**Gate families picked out**

The bar under the picture is 50 um long.
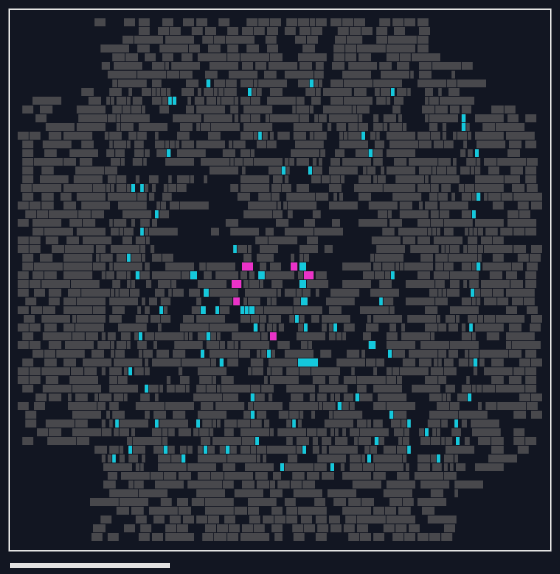
**Cell placement**

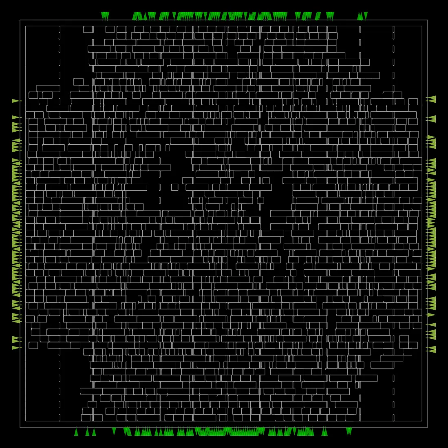
**The metal 3 layer**

The bar under the picture is 50 um long.
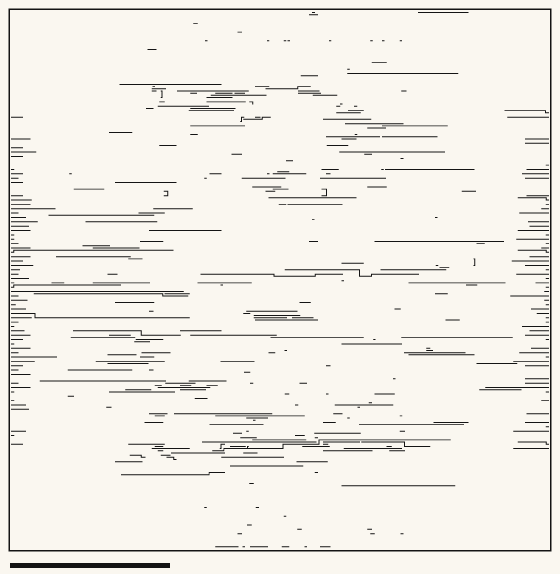
**Port wiring**

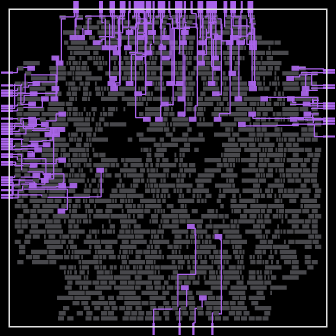
**Cell density map**

The die is cut into 17 by 17 equal tiles; black is low, pale yellow is high, 0 to 100% covered.
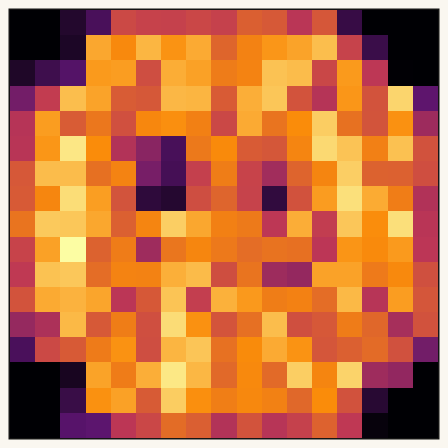
### src/rtl/rx_pkg.sv
// Shared definitions for the receiver output scheduler: sizes, FSM state type
// and the bit-scan helpers used to walk a frame's membership mask.
package rx_pkg;

   localparam int DEF_DW = 24;
   localparam int MAX_RX = 8;

   typedef enum logic {
      IDLE = 1'b0,
      SEND = 1'b1
   } sched_state_t;

   typedef logic [MAX_RX-1:0] rx_mask_t;
   typedef logic [2:0]        rx_idx_t;

   // Lowest set bit strictly above 'from'; returns 'from' when none exists.
   function automatic rx_idx_t next_set_bit(input rx_mask_t mask, input rx_idx_t from);
      rx_idx_t r;
      r = from;
      for (int i = MAX_RX - 1; i >= 0; i--) begin
         if (mask[i] && (i > int'(from))) r = rx_idx_t'(i);
      end
      return r;
   endfunction

   function automatic rx_idx_t lowest_set(input rx_mask_t mask);
      rx_idx_t r;
      r = '0;
      for (int i = MAX_RX - 1; i >= 0; i--) begin
         if (mask[i]) r = rx_idx_t'(i);
      end
      return r;
   endfunction

   function automatic rx_idx_t highest_set(input rx_mask_t mask);
      rx_idx_t r;
      r = '0;
      for (int i = 0; i < MAX_RX; i++) begin
         if (mask[i]) r = rx_idx_t'(i);
      end
      return r;
   endfunction

endpackage

### src/rtl/rx_frame_sched_if.sv
// Output word stream from the scheduler to the host packetizer.
// A word transfers on a clock edge where out_valid && out_ready; while out_valid
// is high and out_ready low every field is held and out_valid stays high.
interface rx_frame_sched_if #(
   parameter int DW = 24
);
   logic          out_valid;
   logic          out_ready;
   logic [DW-1:0] out_I;
   logic [DW-1:0] out_Q;
   logic [2:0]    out_rx;
   logic          out_first;
   logic          out_last;

   modport master (
      output out_valid,
      input  out_ready,
      output out_I,
      output out_Q,
      output out_rx,
      output out_first,
      output out_last
   );

   modport slave (
      input  out_valid,
      output out_ready,
      input  out_I,
      input  out_Q,
      input  out_rx,
      input  out_first,
      input  out_last
   );
endinterface

### src/rtl/rx_slot_buf.sv
// One-sample holding register for a single receiver slot, with its full flag
// and sticky overrun flag.
module rx_slot_buf
   import rx_pkg::*;
#(
   parameter int DW = DEF_DW
) (
   input  logic          clock,
   input  logic          reset,
   input  logic          enable,
   input  logic          member,
   input  logic          strobe,
   input  logic [DW-1:0] data_I,
   input  logic [DW-1:0] data_Q,
   input  logic          accept,
   input  logic          clear_overrun,
   output logic [DW-1:0] hold_I,
   output logic [DW-1:0] hold_Q,
   output logic          full,
   output logic          overrun
);

   logic capture;
   logic drop;

   assign capture = strobe && enable;
   // A sample arriving while the slot is still occupied and not being drained is lost.
   assign drop    = capture && full && !accept;

   always_ff @(posedge clock or posedge reset) begin
      if (reset) begin
         hold_I <= '0;
         hold_Q <= '0;
         full   <= 1'b0;
      end else if (accept) begin
         full <= capture;
         if (capture) begin
            hold_I <= data_I;
            hold_Q <= data_Q;
         end
      end else if (!enable && !member) begin
         full <= 1'b0;
      end else if (capture && !full) begin
         hold_I <= data_I;
         hold_Q <= data_Q;
         full   <= 1'b1;
      end
   end

   // A new drop wins over a simultaneous clear.
   always_ff @(posedge clock or posedge reset) begin
      if (reset) begin
         overrun <= 1'b0;
      end else if (drop) begin
         overrun <= 1'b1;
      end else if (clear_overrun) begin
         overrun <= 1'b0;
      end
   end

endmodule

### src/rtl/rx_frame_sched.sv
// Collects one sample per enabled receiver slot and emits them as one ordered
// frame (ascending slot index) on a valid/ready stream.
module rx_frame_sched
   import rx_pkg::*;
#(
   parameter int NUM_RX = 4,
   parameter int DW     = DEF_DW
) (
   input  logic                 clock,
   input  logic                 reset,
   input  logic [NUM_RX-1:0]    enable,
   input  logic [NUM_RX-1:0]    in_strobe,
   input  logic [NUM_RX*DW-1:0] in_I,
   input  logic [NUM_RX*DW-1:0] in_Q,
   rx_frame_sched_if.master     bus,
   output logic [NUM_RX-1:0]    overrun,
   input  logic                 clear_overrun,
   output sched_state_t         state
);

   rx_mask_t      en_w;
   rx_mask_t      en_frame;
   rx_mask_t      full;
   logic [DW-1:0] hold_I [MAX_RX];
   logic [DW-1:0] hold_Q [MAX_RX];
   logic          in_send;
   logic          fire;
   logic          frame_ready;
   rx_idx_t       start_idx;
   rx_idx_t       start_last;
   rx_idx_t       nxt_idx;
   rx_idx_t       frame_last;

   assign en_w    = rx_mask_t'(enable);
   assign in_send = (state == SEND);
   assign fire    = bus.out_valid && bus.out_ready;

   for (genvar k = 0; k < MAX_RX; k++) begin : g_slot
      if (k < NUM_RX) begin : g_used
         rx_slot_buf #(
            .DW(DW)
         ) u_buf (
            .clock         (clock),
            .reset         (reset),
            .enable        (enable[k]),
            .member        (in_send && en_frame[k]),
            .strobe        (in_strobe[k]),
            .data_I        (in_I[k*DW +: DW]),
            .data_Q        (in_Q[k*DW +: DW]),
            .accept        (fire && (bus.out_rx == rx_idx_t'(k))),
            .clear_overrun (clear_overrun),
            .hold_I        (hold_I[k]),
            .hold_Q        (hold_Q[k]),
            .full          (full[k]),
            .overrun       (overrun[k])
         );
      end else begin : g_unused
         assign hold_I[k] = '0;
         assign hold_Q[k] = '0;
         assign full[k]   = 1'b0;
      end
   end

   // A frame may start only when every currently enabled slot holds a sample.
   assign frame_ready = (en_w != '0) && ((full & en_w) == en_w);
   assign start_idx   = lowest_set(en_w);
   assign start_last  = highest_set(en_w);
   assign nxt_idx     = next_set_bit(en_frame, bus.out_rx);
   assign frame_last  = highest_set(en_frame);

   always_ff @(posedge clock or posedge reset) begin
      if (reset) begin
         state         <= IDLE;
         en_frame      <= '0;
         bus.out_valid <= 1'b0;
         bus.out_I     <= '0;
         bus.out_Q     <= '0;
         bus.out_rx    <= '0;
         bus.out_first <= 1'b0;
         bus.out_last  <= 1'b0;
      end else begin
         case (state)
            IDLE: begin
               en_frame <= en_w;
               if (frame_ready) begin
                  state         <= SEND;
                  bus.out_valid <= 1'b1;
                  bus.out_rx    <= start_idx;
                  bus.out_I     <= hold_I[start_idx];
                  bus.out_Q     <= hold_Q[start_idx];
                  bus.out_first <= 1'b1;
                  bus.out_last  <= (start_idx == start_last);
               end
            end
            SEND: begin
               // en_frame is frozen here, so mid-frame enable changes wait for the next frame.
               if (fire) begin
                  if (bus.out_last) begin
                     state         <= IDLE;
                     bus.out_valid <= 1'b0;
                     bus.out_first <= 1'b0;
                     bus.out_last  <= 1'b0;
                  end else begin
                     bus.out_rx    <= nxt_idx;
                     bus.out_I     <= hold_I[nxt_idx];
                     bus.out_Q     <= hold_Q[nxt_idx];
                     bus.out_first <= 1'b0;
                     bus.out_last  <= (nxt_idx == frame_last);
                  end
               end
            end
            default: begin
               state         <= IDLE;
               bus.out_valid <= 1'b0;
            end
         endcase
      end
   end

endmodule

### src/flat_wrapper.sv
// flat-port wrapper written by rule: the top's interface ports become plain ports
module rx_frame_sched_flat import rx_pkg::*;
#(
   parameter int NUM_RX = 4,
   parameter int DW     = DEF_DW
)
  (clock, reset, enable, in_strobe, in_I, in_Q, overrun, clear_overrun, state, bus_out_valid, bus_out_ready, bus_out_I, bus_out_Q, bus_out_rx, bus_out_first, bus_out_last);
  rx_frame_sched_if #(.DW(DW)) bus_i ();
  input  logic clock;
  input  logic reset;
  input  logic [NUM_RX-1:0] enable;
  input  logic [NUM_RX-1:0] in_strobe;
  input  logic [NUM_RX*DW-1:0] in_I;
  input  logic [NUM_RX*DW-1:0] in_Q;
  output logic [NUM_RX-1:0] overrun;
  input  logic clear_overrun;
  output sched_state_t state;
  output wire logic [$bits(bus_i.out_valid)-1:0] bus_out_valid;
  input wire logic [$bits(bus_i.out_ready)-1:0] bus_out_ready;
  output wire logic [$bits(bus_i.out_I)-1:0] bus_out_I;
  output wire logic [$bits(bus_i.out_Q)-1:0] bus_out_Q;
  output wire logic [$bits(bus_i.out_rx)-1:0] bus_out_rx;
  output wire logic [$bits(bus_i.out_first)-1:0] bus_out_first;
  output wire logic [$bits(bus_i.out_last)-1:0] bus_out_last;
  assign bus_out_valid = bus_i.out_valid;
  assign bus_i.out_ready = bus_out_ready;
  assign bus_out_I = bus_i.out_I;
  assign bus_out_Q = bus_i.out_Q;
  assign bus_out_rx = bus_i.out_rx;
  assign bus_out_first = bus_i.out_first;
  assign bus_out_last = bus_i.out_last;
  rx_frame_sched #(.NUM_RX(NUM_RX), .DW(DW)) u_core (.clock(clock), .reset(reset), .enable(enable), .in_strobe(in_strobe), .in_I(in_I), .in_Q(in_Q), .bus(bus_i), .overrun(overrun), .clear_overrun(clear_overrun), .state(state));
endmodule
### config.mk
export PLATFORM = sky130hd
export DESIGN_NAME = rx_frame_sched_flat
export DESIGN_NICKNAME = d
export VERILOG_FILES = /design/src/rtl/rx_pkg.sv /design/src/rtl/rx_frame_sched_if.sv /design/src/rtl/rx_slot_buf.sv /design/src/rtl/rx_frame_sched.sv /design/src/flat_wrapper.sv
export SDC_FILE = /design/constraint.sdc
export NUM_CORES = 1
export LEC_CHECK = 0
export CAP_MARGIN = 20
export CORE_MARGIN = 2
export CORE_UTILIZATION = 50
export DETAILED_ROUTE_END_ITERATION = 10
export PLACE_DENSITY = 0.77
export SYNTH_ARGS = -nofsm -noshare
export SYNTH_HDL_FRONTEND = slang
export SYNTH_SLANG_ARGS = --single-unit
export TNS_END_PERCENT = 1
### constraint.sdc
create_clock -name clock -period 20.9 [get_ports clock]
set_input_delay 2.09 -clock clock [delete_from_list [all_inputs] [get_ports clock]]
set_output_delay 2.09 -clock clock [all_outputs]
set_load 0.01 [all_outputs]
==> results.sh <==
# physical design summary
export IMPL_count_of_yosys_warnings_during_synthesis=0
export IMPL_hold_path_depth=2
export IMPL_mi_comb_cells=807
export IMPL_p_seq_uw=901
export IMPL_layout_non_clock_buf_share_pct=16.1
export IMPL_path_class="in -> reg"
export IMPL_postRouteWirelength_um=39800
export IMPL_globalRouteMet2Util_pct=44.7
export IMPL_diodes=4
export IMPL_sum_of_net_half_perimeters_after_detailed_placement_um=25100
export IMPL_worst_hold_path_endpoint="u_core.en_frame[0]"
export IMPL_critical_path_reg2reg_endpoint="u_core.g_slot[2].g_used.u_buf.hold_Q[12]"
export IMPL_timing_fmax_ghz=0.210
export IMPL_syn_inst=1276
export IMPL_via_per_inst=6.06
export IMPL_flow_area_growth_from_synthesis_pct=27.4
export IMPL_num_vias=11123
export IMPL_openroad_warnings=28
export IMPL_cts_buffer_depth=3
export IMPL_number_of_storage_elements_in_the_synthesis_netlist=259
export IMPL_worstPathRequired_ps=21320
export IMPL_fillCellCount=2079
export IMPL_post_route_min_period_ps=4770
export IMPL_final_area_sq_mm=0.0172
export IMPL_cts_resized=0
export IMPL_min_from="u_core.en_frame[0]"
export IMPL_nonClockInverterCount=95
export IMPL_worst_hold_check_path_type="reg -> reg"
export IMPL_setup_tns_final_ps=0
export IMPL_wl_met3_um=3080
export IMPL_initialDrtViolationCount=833
export IMPL_post_cts_repair_setup_buffers=0
export IMPL_ir_drop_mv=0.122
export IMPL_tritoncts_clock_tree="yes"
export IMPL_overall_routing_resource_usage_pct=27.6
export IMPL_number_of_flops_mapped_to_enable_cells_by_yosys=0
export IMPL_yosys_mux_area_fraction_pct=20.3
export IMPL_setup_slack_of_the_most_critical_reg_to_reg_path_ps=17940
export IMPL_cts_sinks=259
export IMPL_rows=60
export IMPL_worst_slew_pin_transition_ps=1050
export IMPL_buffers_excl_clock=279
export IMPL_fp_nets=1480
export IMPL_grt_busiest_layer="met2"
export IMPL_finish_net_count=1674
export IMPL_grt_use_met1_pct=36.7
export IMPL_hold_slack_ps=525
export IMPL_number_of_cts_inserted_buffers=28
export IMPL_dr_wl_met2_um=18800
export IMPL_seq_area_sq_mm=0.00648
export IMPL_route_top_layer_used="met5"
export IMPL_critical_path_arrival_ps=5180
export IMPL_p_clk_uw=492
export IMPL_antenna_left=0
export IMPL_cp_end_kind="flip-flop"
export IMPL_worst_path_stages=8
export IMPL_worst_path_max_delay_cell="clkinv_1"
export IMPL_biggestCellCategory="sequential cells"
export IMPL_overflow=0
export IMPL_power_share_sequential_pct=36.8
export IMPL_synthTopCellsByArea="dfrtp_1 (48%), mux2_2 (20%), o221ai_1 (4.1%)"
export IMPL_setup_repair_after_global_routing_missed_its_margin="no"
export IMPL_yosys_top_cells_count="dfrtp_1 (259), mux2_2 (241), nor2_1 (139)"
export IMPL_post_synth_instance_area_sq_mm=0.0135
export IMPL_place_congestion=0.828
export IMPL_cts_root_buffer="clkbuf_16"
export IMPL_hold_viol=0
export IMPL_crit_path_max_incr_delay_ps=770
export IMPL_wp_buf_inv=4
export IMPL_fp_dieArea_sq_mm=0.0284
export IMPL_p_leak_uw=0.00705
export IMPL_grt_max_degree=116
export IMPL_postSynth_topFlopCell="dfrtp_1"
export IMPL_power_switching_share_pct=37.4
export IMPL_status="finished, final reports clean"
export IMPL_endpoint="u_core.bus.out_rx[1]"
export IMPL_synth_dominant_cell_count="dfrtp_1"
export IMPL_ys_cells=1276
export IMPL_clock_latency_late_pin_ps=540
export IMPL_drt_drc_violations_left=0
export IMPL_synth_cell_type_count=39
export IMPL_ctsHoldBuffers=0
export IMPL_cell_by_cell_listing_of_the_critical_path="buf_2 > buf_4 > clkinv_1 > o22ai_1 > a2111oi_4 > a41o_2 > buf_12 > mux2_1"
export IMPL_grt_first_pass_wirelength_um=62000
About 'gate families picked out':
legend:
  cyan:
    family: nand cells
    cells: 84
    most_used: nand2_1
  magenta:
    family: and/or cells
    cells: 6
    where: center
post-route insts no fill: 1835
most frequent standard cell in the layout excluding fill and tap cells: dfrtp_1
share of the final layout cell area in multi-input gates: 36.4%

About 'cell placement':
well tap count: 341
fraction of standard cell area that is sequential: 37.6%

About 'the metal 3 layer':
main direction: horizontal
nets with wire on the layer: 241
share of all routed wire: 7.7%
wire length on this layer: 3080 um
longest straight run: 53.6 um

About 'port wiring':
legend:
  purple:
    port: in_Q
    bits: 96
    direction: input
    end_cells: 96
    buffers: 96
    wire: 2970 um
Ports: 263
number of I/O port buffers: 262

About 'cell density map':
mean over tiles: 59%
tiles over 75% full: 30%
nearly empty tiles: 8.0%
fullest tile: 100%
placeable core region: 0.0267 sq mm
final core utilization: 64.4%
effective utilization at floorplan: 50.6%

